==> config.mk <==
export PLATFORM = sky130hd
export DESIGN_NAME = prog_loader_flat
export DESIGN_NICKNAME = d
export VERILOG_FILES = /design/src/rtl/prog_loader_pkg.sv /design/src/rtl/prog_loader_if.sv /design/src/rtl/prog_loader_byte_assembler.sv /design/src/rtl/prog_loader.sv /design/src/flat_wrapper.sv
export SDC_FILE = /design/constraint.sdc
export NUM_CORES = 1
export LEC_CHECK = 0
export ABC_AREA = 1
export CAP_MARGIN = 20
export CORE_ASPECT_RATIO = 0.6
export CORE_MARGIN = 1.5
export CORE_UTILIZATION = 52
export CTS_CLUSTER_DIAMETER = 200
export DETAILED_ROUTE_END_ITERATION = 6
export GPL_ROUTABILITY_DRIVEN = 0
export PLACE_DENSITY = 0.83
export SETUP_SLACK_MARGIN = 0.1
export SLEW_MARGIN = 20
export SYNTH_ARGS = -nofsm -noshare
export SYNTH_HDL_FRONTEND = slang
export SYNTH_HIERARCHICAL = 1
export SYNTH_SLANG_ARGS = --single-unit
==> constraint.sdc <==
create_clock -name clk -period 1.65 [get_ports clk]
set_input_delay 0.165 -clock clk [delete_from_list [all_inputs] [get_ports clk]]
set_output_delay 0.165 -clock clk [all_outputs]
set_load 0.01 [all_outputs]
Run 1, sequential cells grouped by signal name:
Scale bar: 50 um.
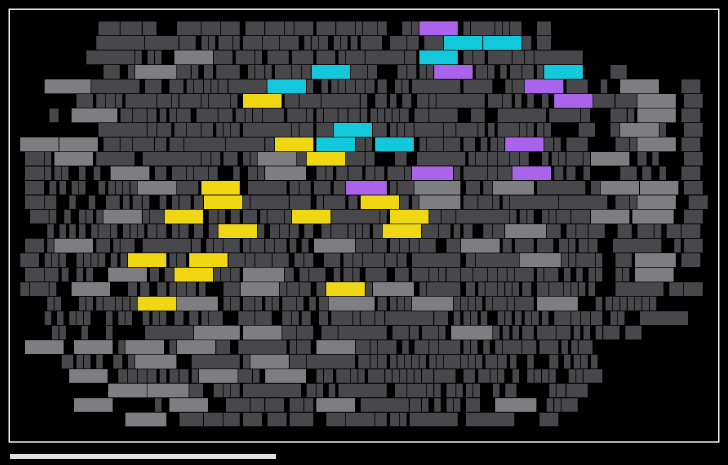
`u_core/ptr` -> purple  # flops 8
`u_core/remaining` -> cyan  # flops 9, where top middle
`u_core/ck` -> yellow  # flops 16
not colored = 62
Seq/total area: 25.9%
Layout Utilization: 76.4%
Seq group: 2.82 mW
register area: 1950 um^2

Run 1, clock wires, drivers and flops:
Scale bar: 50 um.
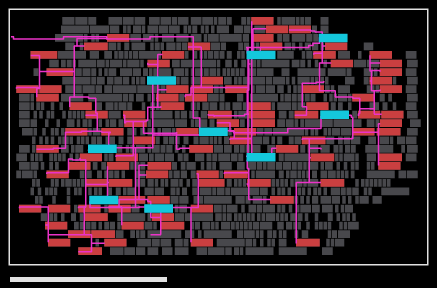
clock wires -> magenta  # length 1,130 um
flip-flops -> red  # count 95
cells driving clock nets -> cyan  # count 9
routed clock nets = 10
flops lie = all over the die
Clock group: 2.29 mW
Clk Latency, worst-skew pair: 350 ps
clock network power share: 26.5%

Run 1, placement by cell class:
Fill, decap, tap and diode cells in gray.
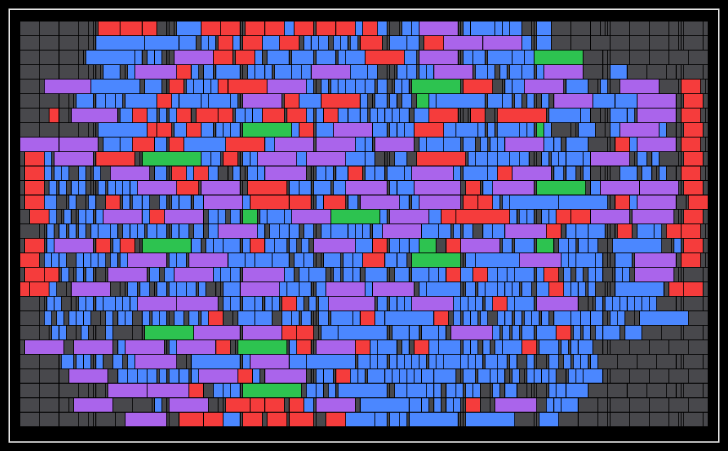
flops -> purple  # cells 95
other buffers and delay cells -> red  # cells 135
all other logic -> blue  # cells 651
clock drivers and dummy loads -> green  # cells 16
# rows: 28
placeable core region: 9840 um^2

==> impl_metrics.yaml, run 1 <==
# synthesis and place-and-route metrics
die:
  chipArea_um2: 10800
  ioPinCount: 51
worst_setup_path:
  arrival_ps: 1990
  rrSetupSlack_ps: -110
  path_class: "flop to flop"
power_and_ir_drop:
  powerDensity_nw_per_um2: 1150
  switching_power_mw: 3.10
placement:
  dp_cells: 988
  placed_area_um2: 6160
cts:
  htreeDepth: 3
  cts_max_path_buffers: 2
layout:
  diodes: 0
  area_growth_pct: 42.7
  n_fill_cell: 643
outcome:
  failed_checks: "setup timing"
  status: "finished with violations"
grt:
  grt_max_degree: 32
  grt_overflow: 0
final_timing:
  slew-limit-headroom_pct: 58.0
  setup_viol: 17
  setup_slack_ps: -106
  hold_viol_final: 0
synth:
  synth-async-reset-ratio_pct: 0
  yosysChipArea_um2: 5270
  ys_cells: 788
route:
  first_pass_iters: 5
-- run 1: cell families after synthesis --
logic type	after synthesis	share of synthesized area (%)
flops	95	36.1
buf+inv	166	14.0
compound gates	147	14.7
fa+ha+maj	23	5.60
simple gates	347	27.9
xor+xnor	10	1.66
-- run 1: per-layer routing --
layer	up-vias	track usage, %	wire length [um]
met4	0	8.90	576
met5	-	0	0
li1	2714	-	-
met1	2663	43.7	7580
met3	86	7.74	2290
met2	407	46.2	7910
-- run 1: worst max-delay path, delay by kind of cell, from the launching register on --
kind / cells / cell delay [ps]
AOI/OAI and AO/OA: 1 / 60
adders and majority gates: 1 / 420
DFF: 1 / 330
and+or+nand+nor: 7 / 830
-- run 1: cell usage in the layout (no fill, tap or decap), drive strengths merged --
cell type,n
clkinv,1
dfxtp,95
bufinv,2
o211ai,3
nor3,8
and2,1
clkbuf,15
nor2,78
o31ai,1
or2,4
a22oi,1
and3,1
a31oi,4
xor2,8
o41ai,1
nand4,7
clkinvlp,1
inv,126
buf,84
xnor2,2
fa,1
o22ai,5
nand3b,2
nand3,56
o21ai,47
a21oi,84
dlygate4sd2,1
o21a,1
ha,22
nor3b,1
clkdlybuf4s50,42
nand2,189
dlymetal6s2s,3
-- run 1: repair_timing --
action | in CTS | in global routing
setup endpoints to repair | 59 | 96
setup buffers | 8 | 15
pin swaps | 7 | 35
hold buffers | 0 | 0
cloned | 3 | 4
gates resized | 92 | 137
-- run 1: final cells by class --
cell class	instances	area, um^2	area share [%]
flip-flops and latches	95	1950	25.9
repair buffers	135	1330	17.7
well taps	135	169	2.25
multi-input cells	527	3270	43.5
clock inverters	6	91.3	1.21
clock buffers	10	229	3.04
inverters	124	480	6.39
Run 1, clock wiring as the flow saved it:
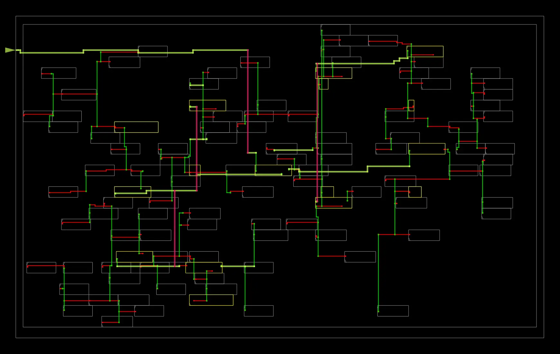

==> inputs of run 2 (changes only) <==
CELL_PAD_IN_SITES_DETAIL_PLACEMENT = 1   (was unset)
CELL_PAD_IN_SITES_GLOBAL_PLACEMENT = 1   (was unset)
CORE_ASPECT_RATIO = 1.1   (was 0.6)
CORE_UTILIZATION = 37   (was 52)
PLACE_DENSITY = 0.82   (was 0.83)
Run 2, clock wiring as the flow saved it:
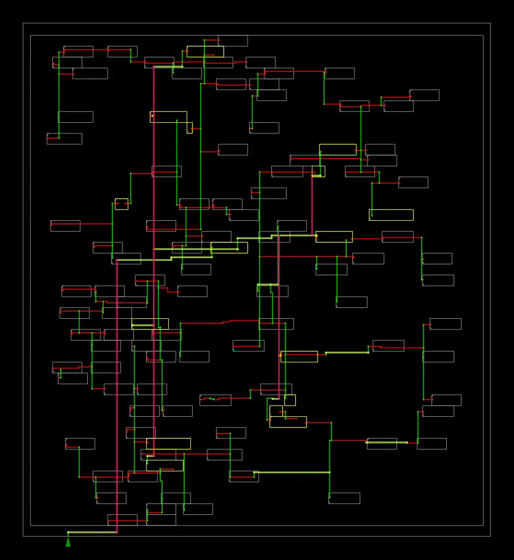
Clk Latency, worst-skew pair: 360 ps
Clock group: 2.39 mW
CTS buffer count: 9
Final Skew: 11.8 ps

Run 2, sequential cells grouped by signal name:
Scale bar: 20 um.
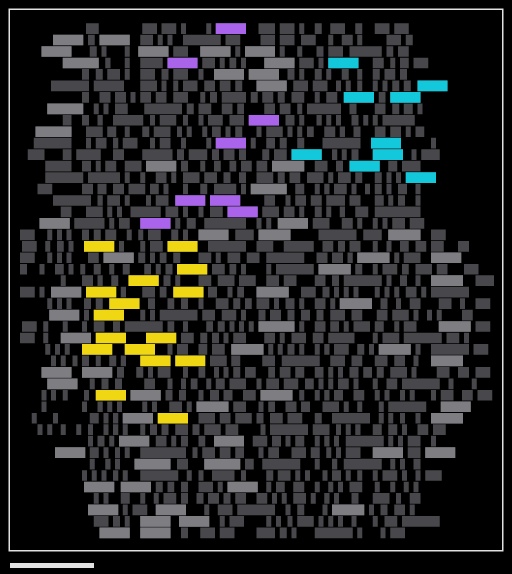
`u_core/ptr` -> purple  # flops 8
`u_core/remaining` -> cyan  # flops 9, where top right
`u_core/ck` -> yellow  # flops 16, where left middle
Seq/total area: 25.1%
Seq group: 2.84 mW
Layout Utilization: 56.1%

==> impl_metrics.yaml, run 2 <==
# synthesis and place-and-route metrics
outcome:
  status: "finished with violations"
  failed_checks: "setup timing"
route:
  wl_per_cell_um: 21.7
  dr_total_vias: 6029
layout:
  area_growth_pct: 47.5
  final_cell_mix: "nand2_1, inv_1, buf_4"
  diodes: 0
  lay_top_count: "nand2_1"
worst_setup_path:
  start_kind: "flop"
  arrival_ps: 2070
  slowest_delay_ps: 400
  path_class: "flop to flop"
  rrSetupSlack_ps: -130
synth:
  synth.cells.most_frequent: "nand2_1, inv_1, dfxtp_1"
  top_area_share_pct: 36.1
  yosysWarnings: 6
  synth-async-reset-ratio_pct: 0
  synthesis.nets: 832
  synthFlopType: "dfxtp_1"
  yosysChipArea_um2: 5270
  ys_cells: 788
die:
  chipArea_um2: 15000
  ioPinCount: 51
  rows: 45
  dieWidth_um: 117
  coreArea_um2: 13900
final_timing:
  slew-limit-headroom_pct: 52.9
  setup_viol: 33
  hold_viol_final: 0
  setup_slack_ps: -131
  worst_pin_slew_ps: 706
placement:
  placed_area_um2: 6370
grt:
  grt_max_degree: 49
  grt_overflow: 0
cts:
  htreeDepth: 3
  cts_max_path_buffers: 2
  cts_hold_buf: 0
power_and_ir_drop:
  powerDensity_nw_per_um2: 1130
Run 2, clock wires, drivers and flops:
Scale bar: 20 um.
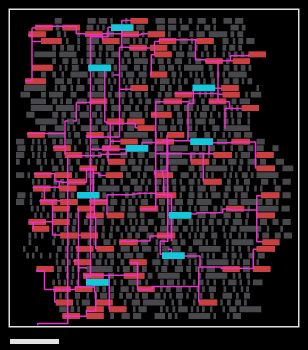
clock wires -> magenta  # length 1,470 um
flip-flops -> red  # count 95
cells driving clock nets -> cyan  # count 9
routed clock nets = 10
flops lie = all over the die
clock network power share: 27.2%

[run 2: cell types whose count changed in the layout (fill, tap and decap cells not counted), sizes merged]
cell and change:
inv -2, clkbuf -2, clkdlybuf4s50 +1, clkinv +2, buf +10
[run 2: worst max-delay path: cells and delay by family (launching register included)]
family                   cells  cell delay, ps
AND-OR/OR-AND                1             170
buffers and inverters        2             170
adder cells (fa/ha/maj)      2             550
flip-flops                   1             360
AND/OR/NAND/NOR              5             460
[run 2: area by class of cell]
cell class                      count  area (um^2)
Clock buffer                       10          229
Inverter                          124          474
Timing Repair Buffer              144         1390
Multi-Input combinational cell    527         3400
Tap cell                          188          235
Sequential cell                    95         1950
Fill cell                        1713         6080
Clock inverter                      6         93.8
[run 2: cells by family after synthesis]
logic type / synth area share (%)
simple gates: 27.9
buf+inv: 14.0
compound gates: 14.7
flops: 36.1
fa+ha+maj: 5.60
xor+xnor: 1.66
[run 2: power breakdown]
part	leakage, nW	switching (mW)	internal [mW]
combinational	2.54	2.05	1.51
clock	0.153	1.04	1.34
sequential	0.782	0.272	2.56
total	3.47	3.36	5.42
[run 2: repair_timing]
action                     in CTS  in global routing
buffers inserted                4                 10
gates cloned                    1                  3
pin swaps                      13                 25
setup endpoints to repair      68                 85
gates resized                  94                158
[run 2: per-stage QoR]
stage	hold slack [ps]	instances	setup TNS, ps
after floorplan	323	788	0
after global routing	416	1094	-5860
after CTS	296	1081	0
final	379	1094	-1620
after global placement	440	1060	-404
after detailed placement	445	1060	-1510
[run 2: layer usage]
| layer | share of wire [%] | global-route usage (%) |
|---|---|---|
| met1 | 40 | 31.8 |
| met2 | 50 | 42.5 |
| met3 | 6.2 | 3.17 |
| met4 | 4.4 | 7.23 |
| met5 | 0 | 0 |
Power figures rest on the tool's default switching activity, not on a simulated workload.
